<file path="config.mk">
export PLATFORM = sky130hd
export DESIGN_NAME = alu_trace_recorder_flat
export DESIGN_NICKNAME = d
export VERILOG_FILES = /design/src/rtl/alu_trace_if.sv /design/src/rtl/alu_trace_recorder.sv /design/src/flat_wrapper.sv
export SDC_FILE = /design/constraint.sdc
export NUM_CORES = 1
export LEC_CHECK = 0
export ABC_CLOCK_PERIOD_IN_PS = 7000
export CAP_MARGIN = 10
export CORE_MARGIN = 2
export CORE_UTILIZATION = 65
export CTS_CLUSTER_DIAMETER = 60
export DETAILED_ROUTE_END_ITERATION = 8
export PLACE_DENSITY = 0.92
export RECOVER_POWER = 100
export SYNTH_ARGS = -nofsm -noshare
export SYNTH_HDL_FRONTEND = slang
export SYNTH_SLANG_ARGS = --single-unit
export TNS_END_PERCENT = 30
</file>
<file path="constraint.sdc">
create_clock -name clk -period 7 [get_ports clk]
set_clock_uncertainty 0.05 [all_clocks]
set_input_delay 1.4 -clock clk [delete_from_list [all_inputs] [get_ports clk]]
set_output_delay 1.4 -clock clk [all_outputs]
set_load 0.02 [all_outputs]
</file>
<file path="src/rtl/alu_trace_if.sv">
// Bundle of the ALU observation, control and trace read-back signals.
// master drives the ALU and control signals; slave is the recorder.
interface alu_trace_if #(parameter int MEMWIDTH = 32);
    logic [7:0]          a;
    logic [7:0]          b;
    logic [1:0]          ALU_sel;
    logic [1:0]          load_shift;
    logic                cout;
    logic                zout;
    logic [7:0]          result;
    logic                cap_valid;
    logic                arm;
    logic                stop;
    logic                rd_req;
    logic [MEMWIDTH-1:0] rd_data;
    logic                rd_valid;
    logic [4:0]          count;
    logic                full;
    logic [1:0]          state;

    modport master (
        output a, b, ALU_sel, load_shift, cout, zout, result,
               cap_valid, arm, stop, rd_req,
        input  rd_data, rd_valid, count, full, state
    );

    modport slave (
        input  a, b, ALU_sel, load_shift, cout, zout, result,
               cap_valid, arm, stop, rd_req,
        output rd_data, rd_valid, count, full, state
    );
endinterface

</file>
<file path="src/rtl/alu_trace_recorder.sv">
// Records packed ALU operations into a 16-entry trace buffer and dumps them in
// write order. Define TRACE_WRAP_EN to keep recording past full (ring overwrite).
module alu_trace_recorder #(
    parameter int MEMWIDTH = 32,
    parameter int DEPTH    = 16
) (
    input  logic      clk,
    input  logic      rst_n,
    alu_trace_if.slave bus
);
    localparam int AW = $clog2(DEPTH);
    localparam int CW = $clog2(DEPTH + 1);
    localparam logic [CW-1:0] CNT_FULL = CW'(DEPTH);
    localparam logic [CW-1:0] CNT_ONE  = CW'(1);

    typedef enum logic [1:0] {
        IDLE   = 2'b00,
        RECORD = 2'b01,
        HOLD   = 2'b10,
        DUMP   = 2'b11
    } state_t;

    state_t              st, st_nxt;
    logic [AW-1:0]       wr_ptr, rd_ptr;
    logic [CW-1:0]       cnt;
    logic [MEMWIDTH-1:0] mem [DEPTH];
    logic [MEMWIDTH-1:0] rd_word;
    logic                rd_v;
    logic                do_wr, do_rd, do_arm;
    logic [31:0]         trace_word;

    // Same layout as the ALU test-vector file so a dump reloads directly.
    assign trace_word = {bus.a, bus.b, bus.ALU_sel, bus.load_shift, 2'b00,
                         bus.zout, bus.cout, bus.result};

    always_comb begin
        st_nxt = st;
        do_wr  = 1'b0;
        do_rd  = 1'b0;
        do_arm = 1'b0;
        unique case (st)
            IDLE: begin
                if (bus.arm) begin
                    do_arm = 1'b1;
                    st_nxt = RECORD;
                end
            end
            RECORD: begin
`ifdef TRACE_WRAP_EN
                do_wr = bus.cap_valid;
                if (bus.stop) st_nxt = HOLD;
`else
                do_wr = bus.cap_valid && (cnt != CNT_FULL);
                if (bus.stop || (do_wr && cnt == CNT_FULL - CNT_ONE)) st_nxt = HOLD;
`endif
            end
            HOLD, DUMP: begin
                if (bus.rd_req) begin
                    if (cnt != '0) begin
                        do_rd  = 1'b1;
                        st_nxt = (cnt == CNT_ONE) ? IDLE : DUMP;
                    end else if (st == HOLD) begin
                        st_nxt = IDLE;
                    end
                end
            end
            default: st_nxt = IDLE;
        endcase
    end

    always_ff @(posedge clk) begin
        if (!rst_n) begin
            st      <= IDLE;
            wr_ptr  <= '0;
            rd_ptr  <= '0;
            cnt     <= '0;
            rd_v    <= 1'b0;
            rd_word <= '0;
        end else begin
            st   <= st_nxt;
            rd_v <= do_rd;
            if (do_arm) begin
                wr_ptr <= '0;
                rd_ptr <= '0;
                cnt    <= '0;
            end
            if (do_wr) begin
                wr_ptr <= wr_ptr + AW'(1);
                // Only reachable with wrap enabled: drop the oldest entry.
                if (cnt == CNT_FULL) rd_ptr <= rd_ptr + AW'(1);
                else                 cnt    <= cnt + CNT_ONE;
            end
            if (do_rd) begin
                rd_word <= mem[rd_ptr];
                rd_ptr  <= rd_ptr + AW'(1);
                cnt     <= cnt - CNT_ONE;
            end
        end
    end

    always_ff @(posedge clk) begin
        if (rst_n && do_wr) mem[wr_ptr] <= MEMWIDTH'(trace_word);
    end

    assign bus.rd_data  = rd_word;
    assign bus.rd_valid = rd_v;
    assign bus.count    = 5'(cnt);
    assign bus.full     = (cnt == CNT_FULL);
    assign bus.state    = st;
endmodule

</file>
<file path="src/flat_wrapper.sv">
// flat-port wrapper written by rule: the top's interface ports become plain ports
module alu_trace_recorder_flat 
#(
    parameter int MEMWIDTH = 32,
    parameter int DEPTH    = 16
)
  (clk, rst_n, bus_a, bus_b, bus_ALU_sel, bus_load_shift, bus_cout, bus_zout, bus_result, bus_cap_valid, bus_arm, bus_stop, bus_rd_req, bus_rd_data, bus_rd_valid, bus_count, bus_full, bus_state);
  alu_trace_if #(.MEMWIDTH(MEMWIDTH)) bus_i ();
  input  logic clk;
  input  logic rst_n;
  input wire logic [$bits(bus_i.a)-1:0] bus_a;
  input wire logic [$bits(bus_i.b)-1:0] bus_b;
  input wire logic [$bits(bus_i.ALU_sel)-1:0] bus_ALU_sel;
  input wire logic [$bits(bus_i.load_shift)-1:0] bus_load_shift;
  input wire logic [$bits(bus_i.cout)-1:0] bus_cout;
  input wire logic [$bits(bus_i.zout)-1:0] bus_zout;
  input wire logic [$bits(bus_i.result)-1:0] bus_result;
  input wire logic [$bits(bus_i.cap_valid)-1:0] bus_cap_valid;
  input wire logic [$bits(bus_i.arm)-1:0] bus_arm;
  input wire logic [$bits(bus_i.stop)-1:0] bus_stop;
  input wire logic [$bits(bus_i.rd_req)-1:0] bus_rd_req;
  output wire logic [$bits(bus_i.rd_data)-1:0] bus_rd_data;
  output wire logic [$bits(bus_i.rd_valid)-1:0] bus_rd_valid;
  output wire logic [$bits(bus_i.count)-1:0] bus_count;
  output wire logic [$bits(bus_i.full)-1:0] bus_full;
  output wire logic [$bits(bus_i.state)-1:0] bus_state;
  assign bus_i.a = bus_a;
  assign bus_i.b = bus_b;
  assign bus_i.ALU_sel = bus_ALU_sel;
  assign bus_i.load_shift = bus_load_shift;
  assign bus_i.cout = bus_cout;
  assign bus_i.zout = bus_zout;
  assign bus_i.result = bus_result;
  assign bus_i.cap_valid = bus_cap_valid;
  assign bus_i.arm = bus_arm;
  assign bus_i.stop = bus_stop;
  assign bus_i.rd_req = bus_rd_req;
  assign bus_rd_data = bus_i.rd_data;
  assign bus_rd_valid = bus_i.rd_valid;
  assign bus_count = bus_i.count;
  assign bus_full = bus_i.full;
  assign bus_state = bus_i.state;
  alu_trace_recorder #(.MEMWIDTH(MEMWIDTH), .DEPTH(DEPTH)) u_core (.clk(clk), .rst_n(rst_n), .bus(bus_i));
endmodule
</file>
Figure 1. Routed metal, one colour a layer.
(1.5 px per µm) Two of the layers only.
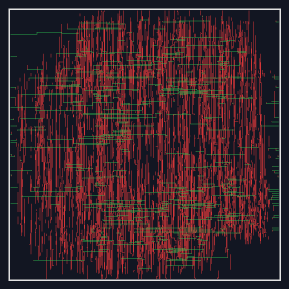
| colour | layer | wire length |
|---|---|---|
| green | metal 3 | 3820 µm |
| red | metal 2 | 23.5 mm |
Final Routed Wirelength: 44900 µm
total vias in the final route: 10202
global-route usage over all layers: 0.283
detailed-route wire length per cell: 30.9 µm

Figure 2. Nets reached from selected ports.
(1.5 px per µm)
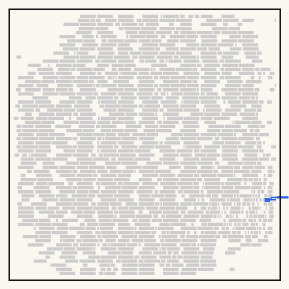
| colour | port | bits | direction | end cells | buffers | wire |
|---|---|---|---|---|---|---|
| blue | `bus_stop` | 1 | input | 1 | 1 | 13.5 µm |

Figure 3. Placement view.
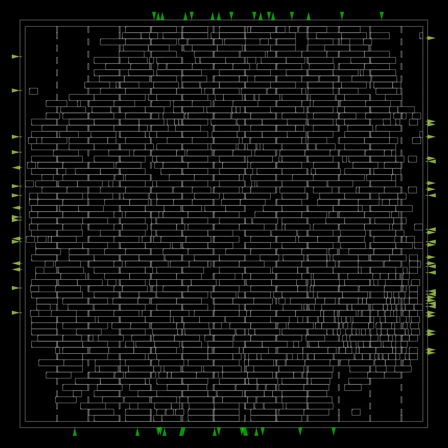
flip-flops: 526
tapcell count: 396
post-layout util: 0.750
share of the final layout cell area in sequential cells: 0.671

==> results.json <==
{
  "largest_area_cell": "sky130_fd_sc_hd__edfxtp_1",
  "placement.io_buffers": 74,
  "yosys-top-cells-area": "sky130_fd_sc_hd__edfxtp_1 (72%), sky130_fd_sc_hd__mux4_2 (13%), sky130_fd_sc_hd__dfxtp_1 (4.6%)",
  "die-area_um2": 32300,
  "fin_cells": 1455,
  "post_synth.cell_area_avg_um2": 21.3,
  "final-max-slew-violation-count": 302,
  "final.signal_buffer_count": 80,
  "grt_antenna_before_repair": 0,
  "reg2reg_to": "u_core.mem[11][8]",
  "post_drt_via_cell_ratio": 7.01,
  "cts_buffer_depth": 3,
  "ant_nets": 0,
  "die-width_um": 180,
  "arrival_ns": 5.74,
  "clock_network_contribution_to_total_cell_area": 0.0746,
  "combPwrFrac": 0.023,
  "antenna_cells": 0,
  "maximum_ir_drop_on_the_vdd_rail_mv": 0.223,
  "gpl.final_weighted_congestion": 0.815,
  "yosys.cell_count.top_type": "sky130_fd_sc_hd__edfxtp_1",
  "wire_length_of_the_first_global_routing_pass_um": 67500,
  "hold_path_startpoint": "u_core.bus.rd_data[29]",
  "postSynthCellCount": 940,
  "registers.top_by_ff_count": "u_core.mem",
  "final_count_of_negative_setup_slack_endpoints": 0,
  "die_h_um": 180,
  "run_status": "finished, violations left",
  "topCombFamilyByArea": "multiplexers",
  "data_required_time_of_the_worst_path_ns": 7.35,
  "post_synth_xor_area_fraction": 0.00262,
  "most_used_routing_layer": "met2",
  "sequentialPowerShare": 0.539,
  "ctsResizeCount": 0,
  "power-per-cell-area_nw_per_um2": 279,
  "syn_area_um2": 20100,
  "clock_insertion_delay_worst_skew_ns": 0.56,
  "netlist-cell-type-count": 43,
  "first_iter_violations": 1163,
  "worst_margin_slew_ns": 2.41,
  "sh_comb_area": 0.198,
  "number_of_flip_flops_under_the_largest_register_name": 480,
  "ff_latch_area_um2": 15300,
  "max_capacitance_violation_count": 9,
  "final_cell_area_um2": 22900,
  "powerSeq_mw": 3.44,
  "reg2reg_setup_slack_ns": 2.68,
  "power.clock.total_mw": 2.79,
  "final_cell_mix": "sky130_fd_sc_hd__edfxtp_1 (480), sky130_fd_sc_hd__mux4_2 (120), sky130_fd_sc_hd__dlygate4sd3_1 (69)",
  "drt-pass1-iter-count": 7,
  "timing.max_slew.rel_slack": -0.609,
  "crit_path_cell_trace": "clkbuf_1, nand3_1, o221ai_1",
  "yosys_register_bits": 526,
  "first_global_vias": 10700,
  "synth.yosys.warnings": 0,
  "drive_gt1_frac": 0.212,
  "global_route.usage.met2": 0.482,
  "clock_edge_transition_at_the_registers_on_the_reported_setup_and_hold_paths_ns": 0.07,
  "synth_chip_area_um2": 20100,
  "holdCritPathClass": "register to register",
  "use_met1": 0.371,
  "intPower_mw": 5.12,
  "logic_gate_count": 353,
  "end_point_of_the_most_critical_hold_path": "u_core.bus.rd_data[29]",
  "final_net_count": 1064,
  "cts.htree.levels": 2,
  "area_share_of_and_or_or_and_cells_after_synthesis": 0.0228,
  "critical_path.n_buffers_inverters": 1,
  "layout.non_clock_inverters": 7,
  "detailed_place.area_um2": 21200,
  "timing.rr.start": "u_core.bus.count[1]",
  "route.layer.met1.wl_um": 15900,
  "yosys_most_used_dff": "sky130_fd_sc_hd__edfxtp_1",
  "pre_cts_slack_ns": 2.39,
  "postLayoutSetupSlackWorst_ns": 1.61,
  "syn2layout_area_growth_pct": 14.1,
  "postCtsHoldBufs": 0,
  "power.net_switching_mw": 1.26,
  "cts.sink_count": 526,
  "layout.cells.largest_class": "registers",
  "area_leader_share": 0.719,
  "number_of_cells_traversed_by_the_worst_hold_path": 2,
  "core_area_um2": 30500,
  "post-route-min-period_ns": 5.39,
  "timing.hold.ws_ns": 0.430,
  "place_inst": 1362,
  "clockPowerShare": 0.437,
  "endpoint_kind": "register",
  "clock-root-buffer": "sky130_fd_sc_hd__clkbuf_16",
  "postSynth.asyncResetShare": 0,
  "top_layout_cell": "sky130_fd_sc_hd__edfxtp_1",
  "uppermost_metal_layer_occupied_by_signal_nets": "met4",
  "violations": "max-capacitance violations, max-slew violations",
  "final-hold-violation-count": 0
}
Figure 4. Pin map.
(3 px per µm) Pins as bars across the die edge, other pins in grey.
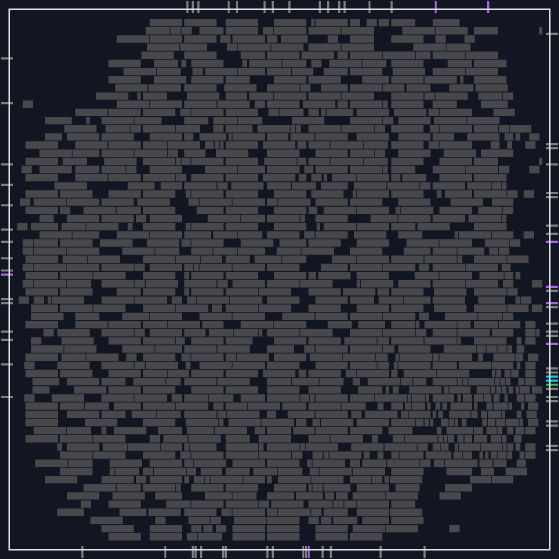
| colour | port | pins | direction | edge |
|---|---|---|---|---|
| purple | `bus_a` | 8 | input | 4 right, 2 top, 1 left, 1 bottom |
| green | `bus_stop` | 1 | input | right |
| cyan | `bus_state` | 2 | output | right |

Figure 5. Metal 2.
(3 px per µm)
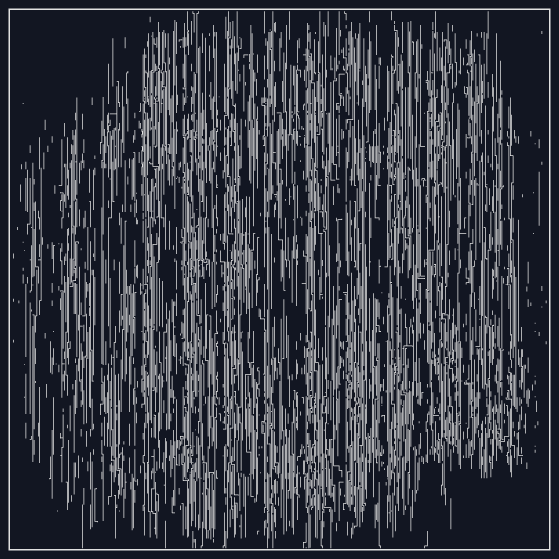
wire length on this layer: 23.5 mm
longest straight run: 76.8 µm

Power and IR drop assume default switching activity.
